Fig. 1: signal wires on met3
Drawn at 3 px/um. Cells faint in the background.
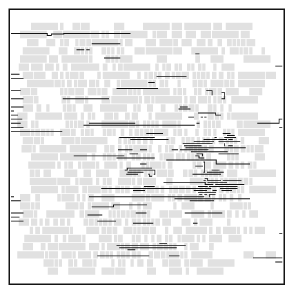
Fig. 2: the metal 2 layer
Drawn at 4 px/um.
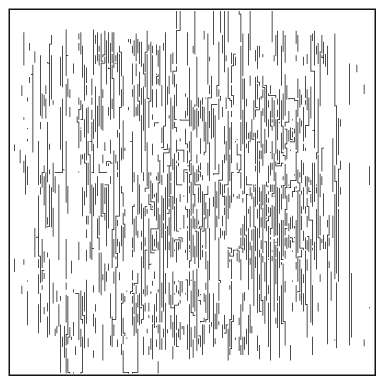
Fig. 3: the metal 1 layer
Drawn at 4 px/um. Cells faint in the background.
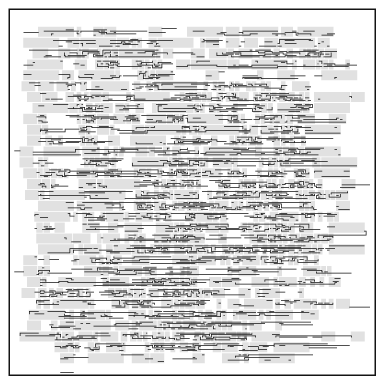
<file path="config.mk">
export PLATFORM = sky130hd
export DESIGN_NAME = pwm_ramp_ctrl_flat
export DESIGN_NICKNAME = d
export VERILOG_FILES = /design/src/rtl/pwm_ramp_ctrl_if.sv /design/src/rtl/pwm_ramp_ctrl.sv /design/src/flat_wrapper.sv
export SDC_FILE = /design/constraint.sdc
export NUM_CORES = 1
export LEC_CHECK = 0
export ABC_AREA = 1
export CORE_MARGIN = 2
export CORE_UTILIZATION = 59
export DETAILED_ROUTE_END_ITERATION = 8
export GPL_ROUTABILITY_DRIVEN = 0
export PLACE_DENSITY = 0.81
export SLEW_MARGIN = 20
export SYNTH_ARGS = -nofsm -noshare
export SYNTH_HDL_FRONTEND = slang
export SYNTH_SLANG_ARGS = --single-unit
</file>
<file path="constraint.sdc">
create_clock -name clk -period 4.7 [get_ports clk]
set_clock_uncertainty 0.05 [all_clocks]
set_input_delay 0.47 -clock clk [delete_from_list [all_inputs] [get_ports clk]]
set_output_delay 0.47 -clock clk [all_outputs]
set_load 0.01 [all_outputs]
</file>
<file path="src/rtl/pwm_ramp_ctrl_if.sv">
// rtl/pwm_ramp_ctrl_if.sv - target handshake bundle for the PWM duty ramp controller
interface pwm_ramp_ctrl_if #(
  parameter int RATE_W = 8
);
  logic              tgt_valid;
  logic              tgt_ready;
  logic [7:0]        tgt_duty;
  logic [7:0]        step;
  logic [RATE_W-1:0] rate;

  modport master (
    output tgt_valid,
    output tgt_duty,
    output step,
    output rate,
    input  tgt_ready
  );

  modport slave (
    input  tgt_valid,
    input  tgt_duty,
    input  step,
    input  rate,
    output tgt_ready
  );
endinterface

</file>
<file path="src/rtl/pwm_ramp_ctrl.sv">
// rtl/pwm_ramp_ctrl.sv - soft-start duty sequencer stepping PWM duty at period boundaries
module pwm_ramp_ctrl #(
  parameter int PCNT_W = 8,
  parameter int RATE_W = 8
) (
  input  logic                  clk,
  input  logic                  rst,
  input  logic                  enable,
  pwm_ramp_ctrl_if.slave        tgt_if,
  output logic [7:0]            duty,
  output logic                  busy,
  output logic                  done,
  output logic                  period_tick
);

  typedef enum logic [1:0] {
    S_OFF    = 2'd0,
    S_IDLE   = 2'd1,
    S_RAMP   = 2'd2,
    S_SHUTDN = 2'd3
  } state_t;

  localparam logic [RATE_W-1:0] RATE_ONE = RATE_W'(1);
  localparam logic [PCNT_W-1:0] PCNT_ONE = PCNT_W'(1);

  state_t            state, state_n;
  logic [PCNT_W-1:0] pcnt;
  logic [RATE_W-1:0] rate_cnt, rate_cnt_n;
  logic [RATE_W-1:0] rate_r, rate_n;
  logic [7:0]        step_r, step_n;
  logic [7:0]        tgt_r, tgt_n;
  logic [7:0]        duty_n;
  logic              done_n;
  logic [7:0]        step_tgt;
  logic [8:0]        sum, diff;
  logic [7:0]        stepped;
  logic              rate_last;

  assign tgt_if.tgt_ready = (state == S_IDLE);
  assign busy             = (state == S_RAMP) || (state == S_SHUTDN);
  assign period_tick      = (pcnt == '1);
  assign rate_last        = (rate_cnt == rate_r - RATE_ONE);

  // Free-running period mirror; shares the PWM reset so it stays phase-aligned with it.
  always_ff @(posedge clk or posedge rst) begin
    if (rst) pcnt <= '0;
    else     pcnt <= pcnt + PCNT_ONE;
  end

  // One step toward the active target using a 9-bit intermediate so nothing wraps.
  always_comb begin
    step_tgt = (state == S_SHUTDN) ? 8'd0 : tgt_r;
    sum      = {1'b0, duty} + {1'b0, step_r};
    diff     = {1'b0, duty} - {1'b0, step_r};
    stepped  = step_tgt;
    if (duty < step_tgt) begin
      if (sum < {1'b0, step_tgt}) stepped = sum[7:0];
    end else begin
      if (!diff[8] && (diff[7:0] > step_tgt)) stepped = diff[7:0];
    end
  end

  // Next-state and datapath decisions; enable is checked ahead of the handshake so it wins.
  always_comb begin
    state_n    = state;
    duty_n     = duty;
    done_n     = 1'b0;
    rate_cnt_n = rate_cnt;
    tgt_n      = tgt_r;
    step_n     = step_r;
    rate_n     = rate_r;
    case (state)
      S_OFF: begin
        duty_n = 8'd0;
        if (enable) state_n = S_IDLE;
      end
      S_IDLE: begin
        if (!enable) begin
          state_n = S_SHUTDN;
        end else if (tgt_if.tgt_valid) begin
          tgt_n      = tgt_if.tgt_duty;
          step_n     = (tgt_if.step == 8'd0) ? 8'd1 : tgt_if.step;
          rate_n     = (tgt_if.rate == '0) ? RATE_ONE : tgt_if.rate;
          rate_cnt_n = '0;
          if (tgt_if.tgt_duty == duty) done_n  = 1'b1;
          else                         state_n = S_RAMP;
        end
      end
      S_RAMP: begin
        if (!enable) begin
          state_n = S_SHUTDN;
        end else if (period_tick) begin
          if (rate_last) begin
            rate_cnt_n = '0;
            duty_n     = stepped;
            if (stepped == tgt_r) begin
              state_n = S_IDLE;
              done_n  = 1'b1;
            end
          end else begin
            rate_cnt_n = rate_cnt + RATE_ONE;
          end
        end
      end
      S_SHUTDN: begin
        if (enable) begin
          state_n = S_IDLE;
        end else if (duty == 8'd0) begin
          state_n = S_OFF;
        end else if (period_tick) begin
          if (rate_last) begin
            rate_cnt_n = '0;
            duty_n     = stepped;
            if (stepped == 8'd0) state_n = S_OFF;
          end else begin
            rate_cnt_n = rate_cnt + RATE_ONE;
          end
        end
      end
      default: state_n = S_OFF;
    endcase
  end

  // State and datapath registers; step/rate default to 1 so shutdown works before any load.
  always_ff @(posedge clk or posedge rst) begin
    if (rst) begin
      state    <= S_OFF;
      duty     <= 8'd0;
      done     <= 1'b0;
      rate_cnt <= '0;
      tgt_r    <= 8'd0;
      step_r   <= 8'd1;
      rate_r   <= RATE_ONE;
    end else begin
      state    <= state_n;
      duty     <= duty_n;
      done     <= done_n;
      rate_cnt <= rate_cnt_n;
      tgt_r    <= tgt_n;
      step_r   <= step_n;
      rate_r   <= rate_n;
    end
  end

endmodule

</file>
<file path="src/flat_wrapper.sv">
// flat-port wrapper written by rule: the top's interface ports become plain ports
module pwm_ramp_ctrl_flat 
#(
  parameter int PCNT_W = 8,
  parameter int RATE_W = 8
)
  (clk, rst, enable, duty, busy, done, period_tick, tgt_if_tgt_valid, tgt_if_tgt_duty, tgt_if_step, tgt_if_rate, tgt_if_tgt_ready);
  pwm_ramp_ctrl_if #(.RATE_W(RATE_W)) tgt_if_i ();
  input  logic clk;
  input  logic rst;
  input  logic enable;
  output logic [7:0] duty;
  output logic busy;
  output logic done;
  output logic period_tick;
  input wire logic [$bits(tgt_if_i.tgt_valid)-1:0] tgt_if_tgt_valid;
  input wire logic [$bits(tgt_if_i.tgt_duty)-1:0] tgt_if_tgt_duty;
  input wire logic [$bits(tgt_if_i.step)-1:0] tgt_if_step;
  input wire logic [$bits(tgt_if_i.rate)-1:0] tgt_if_rate;
  output wire logic [$bits(tgt_if_i.tgt_ready)-1:0] tgt_if_tgt_ready;
  assign tgt_if_i.tgt_valid = tgt_if_tgt_valid;
  assign tgt_if_i.tgt_duty = tgt_if_tgt_duty;
  assign tgt_if_i.step = tgt_if_step;
  assign tgt_if_i.rate = tgt_if_rate;
  assign tgt_if_tgt_ready = tgt_if_i.tgt_ready;
  pwm_ramp_ctrl #(.PCNT_W(PCNT_W), .RATE_W(RATE_W)) u_core (.clk(clk), .rst(rst), .enable(enable), .tgt_if(tgt_if_i), .duty(duty), .busy(busy), .done(done), .period_tick(period_tick));
endmodule
</file>
==> results.txt <==
Notes on the physical design

The number of instances resized during post-cts repair is 0. In the final design, more cell area goes to multi-input combinational cells than to any other class. The script logs the mean routed wire length per placed instance as 14.3 um. The synthesized netlist has a Yosys-reported chip area of 0.00448 mm^2.

The combinational cell fraction of total power is 73.9%. In this run the post-CTS setup repair buffer count came out at 0. STA classifies the critical path endpoint as a flop. The final-report max-slew violation count is 0. The total die size is 0.00830 mm^2.

Summed over all failing endpoints, the final setup total negative slack is 0 ns. After synthesis, the mean cell area works out to 7.02 um^2. The fraction of cell area in multi-input combinational cells is reported as 54.2%. The number of buffers added on ports is 39. The path class of the lowest-slack min-delay path is reg2reg.

After synthesis, the design contains 638 cells according to Yosys. The net total in the final layout is 747. The relative contribution of sequential cells to total power is 18.7%. Entering global routing, the biggest net connects 52 pins. The overall power consumption is 0.00382 W. The leakage power of the design is 2.67 nW. The horizontal extent of the die is 91.1 um. The layout report lists the non-clock buffer share of cell area as 8.07%. The flow ran to the end, and the final reports show no timing, DRC or antenna violations. The number of vias per cell after detailed routing is 5.61.
About Fig. 1:
- share of all routed wire: 7.5%
- main direction: horizontal
- nets with wire on the layer: 90
- wire length on this layer: 828 um
- longest straight run: 38.2 um

About Fig. 2:
- nets with wire on the layer: 606
- wire length on this layer: 5170 um
- longest straight run: 45.6 um
- share of all routed wire: 47%
- main direction: vertical
via count: 4326
GRT met2 Usage: 43.6%
Post-Route WL: 11000 um

About Fig. 3:
- share of all routed wire: 43%
- wire length on this layer: 4780 um
- main direction: horizontal
- longest straight run: 27.1 um

## state kept, by name (all words and copies together) (netlist names)
register,cells
u_core.state,2
u_core.tgt_r,8
u_core.step_r,8
u_core.rate_r,8
u_core.rate_cnt,8
u_core.done,1
u_core.pcnt,8
u_core.duty,8
## final timing paths
path / end / cells past startpoint / start
max: u_core.state[0] / 24 / u_core.duty[2]
min reg2reg: u_core.pcnt[0] / 1 / u_core.pcnt[0]
max in group asynchronous: u_core.tgt_r[3] / 2 / rst
max reg2reg: u_core.state[0] / 24 / u_core.duty[2]
min: u_core.pcnt[0] / 1 / u_core.pcnt[0]
min in group asynchronous: u_core.duty[7] / 2 / rst
Power is estimated from default activity; no workload was simulated.
